--- src/rtl/lcd_i2c_sender.sv ---
// rtl/lcd_i2c_sender.sv - HD44780 request to PCF8574-backpack I2C byte sequencer
//
// Turns one command/data request into an I2C transaction: the address byte,
// then 4-bit-mode nibble strobes (EN high, then EN low). Bytes go to the
// frame writer one at a time, and the block waits for wr_done after each one.
// busy stays high through a settle delay after the transaction.
//
// Optional build macro: LCD_SENDER_TIMEOUT_EN. It enables a per-byte watchdog.
// If wr_done does not arrive in time, the watchdog pulses err and drops back
// to idle.
//
// Ports:
//   clk_1MHz     in   1 MHz clock (1 us per cycle)
//   rst_n        in   asynchronous active-low reset
//   req          in   request strobe, accepted only while busy=0
//   rs           in   HD44780 RS (0 command, 1 data)
//   byte_in      in   command/data byte
//   nibble_mode  in   send only byte_in[7:4]
//   backlight    in   PCF8574 P3 level
//   busy         out  transaction or settle delay in progress
//   done         out  one-cycle pulse at end of settle
//   wr_en        out  frame writer en_write (one cycle per byte)
//   wr_start     out  frame writer start_frame (address byte only)
//   wr_stop      out  frame writer stop_frame (final byte only)
//   wr_data      out  frame writer data
//   wr_done      in   frame writer done
//   err          out  watchdog timeout pulse (0 without the macro)

module lcd_i2c_sender #(
    parameter logic [6:0] SLAVE_ADDR     = 7'h27,
    parameter int         SHORT_DELAY_US = 50,
    parameter int         LONG_DELAY_US  = 2000,
    parameter int         TIMEOUT_US     = 5000
) (
    input  logic       clk_1MHz,
    input  logic       rst_n,
    input  logic       req,
    input  logic       rs,
    input  logic [7:0] byte_in,
    input  logic       nibble_mode,
    input  logic       backlight,
    output logic       busy,
    output logic       done,
    output logic       wr_en,
    output logic       wr_start,
    output logic       wr_stop,
    output logic [7:0] wr_data,
    input  logic       wr_done,
    output logic       err
);

    if (SHORT_DELAY_US < 1 || SHORT_DELAY_US > 65535 ||
        LONG_DELAY_US < 1 || LONG_DELAY_US > 65535 ||
        TIMEOUT_US < 1 || TIMEOUT_US > 65535) begin : g_bad_param
        $error("lcd_i2c_sender: delay/timeout parameters must be 1..65535");
    end

    typedef enum logic [2:0] {IDLE, ISSUE, WAIT, SETTLE, FIN} state_t;

    // The settle counter starts at 0 in the cycle after wr_done. Comparing
    // against delay-1 therefore puts done exactly delay cycles after wr_done.
    localparam logic [15:0] SHORT_LAST = 16'(SHORT_DELAY_US - 1);
    localparam logic [15:0] LONG_LAST  = 16'(LONG_DELAY_US - 1);

    state_t      state;
    logic        rs_q;
    logic [7:0]  byte_q;
    logic        nm_q;
    logic        bl_q;
    logic [2:0]  idx;          // 0 = address byte, 1..last_idx = nibble strobes
    logic [15:0] settle_cnt;

    logic [2:0]  last_idx;
    logic [2:0]  nxt_idx;
    logic        long_settle;

    assign last_idx    = nm_q ? 3'd2 : 3'd4;
    assign nxt_idx     = idx + 3'd1;
    assign long_settle = !rs_q && !nm_q && (byte_q == 8'h01 || byte_q == 8'h02);

    // PCF8574 pin map: P7..P4 = D7..D4, P3 = BL, P2 = EN, P1 = RW (0), P0 = RS
    function automatic logic [7:0] frame_byte(input logic [2:0] sel, input logic [7:0] b,
                                              input logic bl, input logic r);
        case (sel)
            3'd0:    frame_byte = {SLAVE_ADDR, 1'b0};
            3'd1:    frame_byte = {b[7:4], bl, 1'b1, 1'b0, r};
            3'd2:    frame_byte = {b[7:4], bl, 1'b0, 1'b0, r};
            3'd3:    frame_byte = {b[3:0], bl, 1'b1, 1'b0, r};
            default: frame_byte = {b[3:0], bl, 1'b0, 1'b0, r};
        endcase
    endfunction

`ifdef LCD_SENDER_TIMEOUT_EN
    localparam logic [15:0] WD_LAST = 16'(TIMEOUT_US - 1);
    logic [15:0] wd_cnt;
`else
    assign err = 1'b0;
`endif

    always_ff @(posedge clk_1MHz or negedge rst_n) begin
        if (!rst_n) begin
            state      <= IDLE;
            rs_q       <= 1'b0;
            byte_q     <= 8'h00;
            nm_q       <= 1'b0;
            bl_q       <= 1'b0;
            idx        <= 3'd0;
            settle_cnt <= 16'd0;
            busy       <= 1'b0;
            done       <= 1'b0;
            wr_en      <= 1'b0;
            wr_start   <= 1'b0;
            wr_stop    <= 1'b0;
            wr_data    <= 8'h00;
`ifdef LCD_SENDER_TIMEOUT_EN
            wd_cnt     <= 16'd0;
            err        <= 1'b0;
`endif
        end else begin
            done <= 1'b0;
`ifdef LCD_SENDER_TIMEOUT_EN
            err  <= 1'b0;
`endif
            case (state)
                IDLE: begin
                    if (req) begin
                        rs_q     <= rs;
                        byte_q   <= byte_in;
                        nm_q     <= nibble_mode;
                        bl_q     <= backlight;
                        idx      <= 3'd0;
                        busy     <= 1'b1;
                        wr_en    <= 1'b1;
                        wr_start <= 1'b1;
                        wr_stop  <= 1'b0;
                        wr_data  <= {SLAVE_ADDR, 1'b0};
                        state    <= ISSUE;
                    end
                end
                ISSUE: begin
                    // wr_en is a single-cycle strobe; data/start/stop are held
                    wr_en <= 1'b0;
`ifdef LCD_SENDER_TIMEOUT_EN
                    wd_cnt <= 16'd0;
`endif
                    state <= WAIT;
                end
                WAIT: begin
                    if (wr_done) begin
                        if (idx != last_idx) begin
                            idx      <= nxt_idx;
                            wr_en    <= 1'b1;
                            wr_start <= 1'b0;
                            wr_stop  <= (nxt_idx == last_idx);
                            wr_data  <= frame_byte(nxt_idx, byte_q, bl_q, rs_q);
                            state    <= ISSUE;
                        end else begin
                            wr_stop    <= 1'b0;
                            settle_cnt <= 16'd0;
                            state      <= SETTLE;
                        end
                    end
`ifdef LCD_SENDER_TIMEOUT_EN
                    else if (wd_cnt == WD_LAST) begin
                        err      <= 1'b1;
                        busy     <= 1'b0;
                        wr_en    <= 1'b0;
                        wr_start <= 1'b0;
                        wr_stop  <= 1'b0;
                        state    <= IDLE;
                    end else begin
                        wd_cnt <= wd_cnt + 16'd1;
                    end
`endif
                end
                SETTLE: begin
                    if (settle_cnt == (long_settle ? LONG_LAST : SHORT_LAST)) begin
                        done  <= 1'b1;
                        state <= FIN;
                    end else begin
                        settle_cnt <= settle_cnt + 16'd1;
                    end
                end
                FIN: begin
                    busy  <= 1'b0;
                    state <= IDLE;
                end
                default: state <= IDLE;
            endcase
        end
    end

endmodule

--- config.mk ---
export PLATFORM = sky130hd
export DESIGN_NAME = lcd_i2c_sender
export DESIGN_NICKNAME = d
export VERILOG_FILES = /design/src/rtl/lcd_i2c_sender.sv
export SDC_FILE = /design/constraint.sdc
export NUM_CORES = 1
export LEC_CHECK = 0
export ABC_CLOCK_PERIOD_IN_PS = 1950
export CORE_AREA = 2 2 106 57
export DETAILED_ROUTE_END_ITERATION = 8
export DIE_AREA = 0 0 108 59
export GPL_TIMING_DRIVEN = 0
export PLACE_DENSITY = 0.82
export SLEW_MARGIN = 20
export SYNTH_ARGS = -nofsm -noshare
export SYNTH_HDL_FRONTEND = slang
export SYNTH_SLANG_ARGS = --single-unit
--- constraint.sdc ---
create_clock -name clk_1MHz -period 1.95 [get_ports clk_1MHz]
set_clock_uncertainty 0.15 [all_clocks]
set_input_delay 0.39 -clock clk_1MHz [delete_from_list [all_inputs] [get_ports clk_1MHz]]
set_output_delay 0.39 -clock clk_1MHz [all_outputs]
set_load 0.005 [all_outputs]
Placement by cell class:
Scale: 3 px per um.
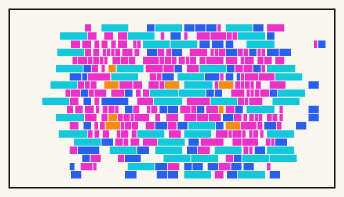
| color | class | cells |
|---|---|---|
| orange | clock drivers and dummy loads | 8 |
| blue | remaining buffers and delay cells | 72 |
| magenta | remaining logic cells | 192 |
| cyan | registers | 46 |
core footprint: 0.005349 mm2
Rows: 19

Local utilization:
Scale: 4 px per um. The die is cut into 11 by 6 equal tiles; black is low, pale yellow is high, 0 to 100% covered.
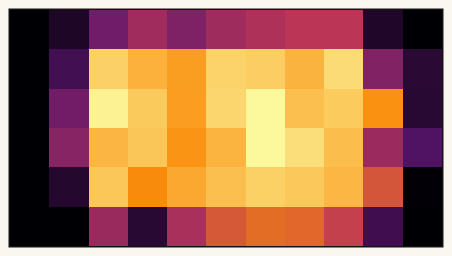
emptiest ninth of the die: bottom left
fullest tile: 99%
mean over tiles: 52%
Core Util, Final: 64.12%
FP Core Util: 46.88%

==> impl_metrics.tcl <==
# implementation run metrics
set metrics [dict create \
    setup_ws_ns -0.3002 \
    hold_buffers 1 \
    syn_to_final_growth_pct 36.78 \
    critical_path_required_ns 1.99 \
    viasPerCell 5.816 \
    p_leak_nw 1.567 \
    grt_max_degree 30 \
    initialDrtViolationCount 142 \
    whs_ns 0.3337 \
    worst_setup_path_start_kind "flip-flop" \
    pwr-share-seq_pct 35.2 \
    p_switching_mw 1.880 \
    wl_per_cell_um 16.86 \
    violations "setup timing" \
    worstPathArrival_ns 2.29 \
    pre_cts_ws_ns -0.4850 \
    lay_top_cells "dfrtp_1, nand2_1, clkdlybuf4s50_1, buf_4, nor2_1" \
    fin_crit_ns 2.250 \
    largest_register_ffs 16 \
    synth.top_cells.by_count "dfrtp_1, nand2_1, o21ai_0" \
    postSynthAreaPerCell_um2 10.07 \
    fp_nets 270 \
    tns_ns -3.916 \
    cts_tree "yes" \
    synth-seq-area-share_pct 45.91 \
    path_max_fanout 7 \
    cts_root_buf "clkbuf_8" \
    crit_family "simple AND/OR/NAND/NOR gates" \
    crit_type "flip-flop to flip-flop" \
    fmax_mhz 444.4 \
    diodes 0 \
    cp_slowest_cell "dfrtp_1" \
    ys_cells 249 \
    yosys_warnings 0 \
    switching_share_pct 39.81 \
    power_mw 4.722 \
    maxSlewViolCount 0 \
    end_kind "flip-flop" \
    insertion_delay_ns 0.31 \
    crit_buf_inv 0 \
    clkPwrFrac_pct 12.6 \
    path_clk_slew_ns 0.09 \
    placed_area_mm2 0.002890 \
    power_density_mw_per_mm2 1377 \
    dp.cells 350 \
    syn_area_mm2 0.002507 \
    hpwl_um 3896 \
    numSynthFlops 46 \
    stdcell_area_mm2 0.003430 \
    final_cells 391 \
    ys_top_cells_by_area "dfrtp_1, mux2_2, nand2_1, o21ai_0, a211o_1" \
    log.warning_count 33 \
    die_area_mm2 0.006372 \
    p_comb_share_pct 52.2 \
    status "finished with violations" \
    yosysTopAreaCell "dfrtp_1" \
    nNetsFinal 338 \
    max_cap_viol_count 0 \
    ir_worst_vdd_mv 0.6335 \
    grt_setup_unrepaired "true" \
    setup-violations-final 19 \
    path_cells "ha_1 -> nand3_1 -> nor2_1 -> and3_1 -> nand4_1 -> and3_1 -> a211o_1" \
    ys_area_mm2 0.002507 \
    grt_pass1_wl_um 10110 \
    lay_top_count "dfrtp_1" \
    drt-pass1-iter-count 5 \
    io_pins 29 \
    drive_gt1_share_pct 33.65 \
    intPower_mw 2.842 \
    postRouteAntennaNets 0 \
    top_cell_area_share_pct 45.91 \
    place_congestion 0.8041 \
    finalHoldViolCount 0 \
    ys.flop_type "dfrtp_1" \
    cts_buffers 5 \
    cts_buffer_depth 2 \
    antenna_found_initial 0 \
    synthCells 249 \
    largestRegisters "settle_cnt x16, byte_q x8, wr_data x8" \
    regMostFlops "settle_cnt" \
    synth_cell_types 52 \
    grt_pass1_vias 2100 \
    clock-sinks 46 \
    cts-resized-gates 24 \
    synthArstFlopShare_pct 100.0 \
    htreeDepth 2 \
    grt_remaining_overflow 0 \
    top_cell "dfrtp_1" \
    edf_count 0 \
    fin_crit_sh_pct 115.4 \
    drcViolationCount 0 \
    fillers 377 \
    crit_top_cell "and3_1" \
    grt_usage_pct 20.34 \
    postCtsSetupBuffers 16 \
    min_path_type "flip-flop to flip-flop" \
    critical_path.max_stage_delay_ns 0.48 \
]
Metal layers overlaid:
Scale: 3 px per um.
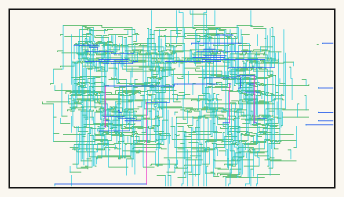
| color | layer | wire length |
|---|---|---|
| blue | M3 | 343 um |
| green | M1 | 2840 um |
| magenta | M4 | 69.4 um |
| cyan | M2 | 3340 um |
vias: 2274
total routed wirelength: 6592 um

I/O pins on the die edge:
Scale: 4 px per um. Pins as bars across the die edge, other pins in gray.
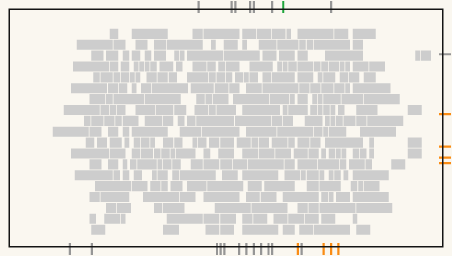
| color | port | pins | direction | edge |
|---|---|---|---|---|
| green | `wr_en` | 1 | output | top |
| orange | `wr_data` | 8 | output | 4 right, 4 bottom |
port bufs: 27
Die Y: 59 um
Die Wd: 108 um

==> area by class of cell <==
cell class | count | area, um2 | share of cell area, %
multi-input cells | 189 | 1384 | 40.35
clock buffers | 5 | 68.82 | 2.007
repair buffers | 62 | 588.1 | 17.15
well taps | 73 | 91.34 | 2.663
clock inverters | 3 | 21.27 | 0.6202
flip-flops and latches | 46 | 1161 | 33.86
inverters | 3 | 11.26 | 0.3283
plain buffers | 10 | 103.9 | 3.028
==> cell families after synthesis <==
kind of cell | after synthesis | share of synthesized area [%]
compound gates | 49 | 13.97
xor+xnor | 4 | 1.397
fa+ha+maj | 6 | 2.994
buf+inv | 14 | 4.141
flops | 46 | 45.91
mux | 15 | 6.836
other cells | 1 | 0.1496
simple gates | 114 | 24.60
==> worst paths after layout <==
| path | start | to | slack, ns | cells after the start |
|---|---|---|---|---|
| min reg2reg | wr_data[6] | wr_data[6] | 0.33 | 2 |
| max | settle_cnt[1] | settle_cnt[12] | -0.30 | 7 |
| min | wr_data[6] | wr_data[6] | 0.33 | 2 |
| max reg2reg | settle_cnt[1] | settle_cnt[12] | -0.30 | 7 |
| min in group asynchronous | rst_n | busy | 0.40 | 2 |
| max in group asynchronous | rst_n | settle_cnt[3] | 0.73 | 3 |
==> layer usage <==
metal | vias up | part of all wire, % | global-route usage (%)
met5 | - | 0 | 0
li1 | 1044 | - | -
met1 | 1146 | 43 | 25.76
met3 | 8 | 5.2 | 4.066
met4 | 0 | 1.0 | 5.678
met2 | 76 | 51 | 36.21
==> power groups by stage <==
stage,clock [mW],sequential [mW],combinational [mW]
after global placement,0,1.59,1.72
final,0.595,1.66,2.47
after floorplan,0,1.54,1.25
after CTS,0.603,1.61,2.09
after detailed placement,0,1.61,1.78
after global routing,0.651,1.70,2.64
Power and IR drop assume default switching activity.
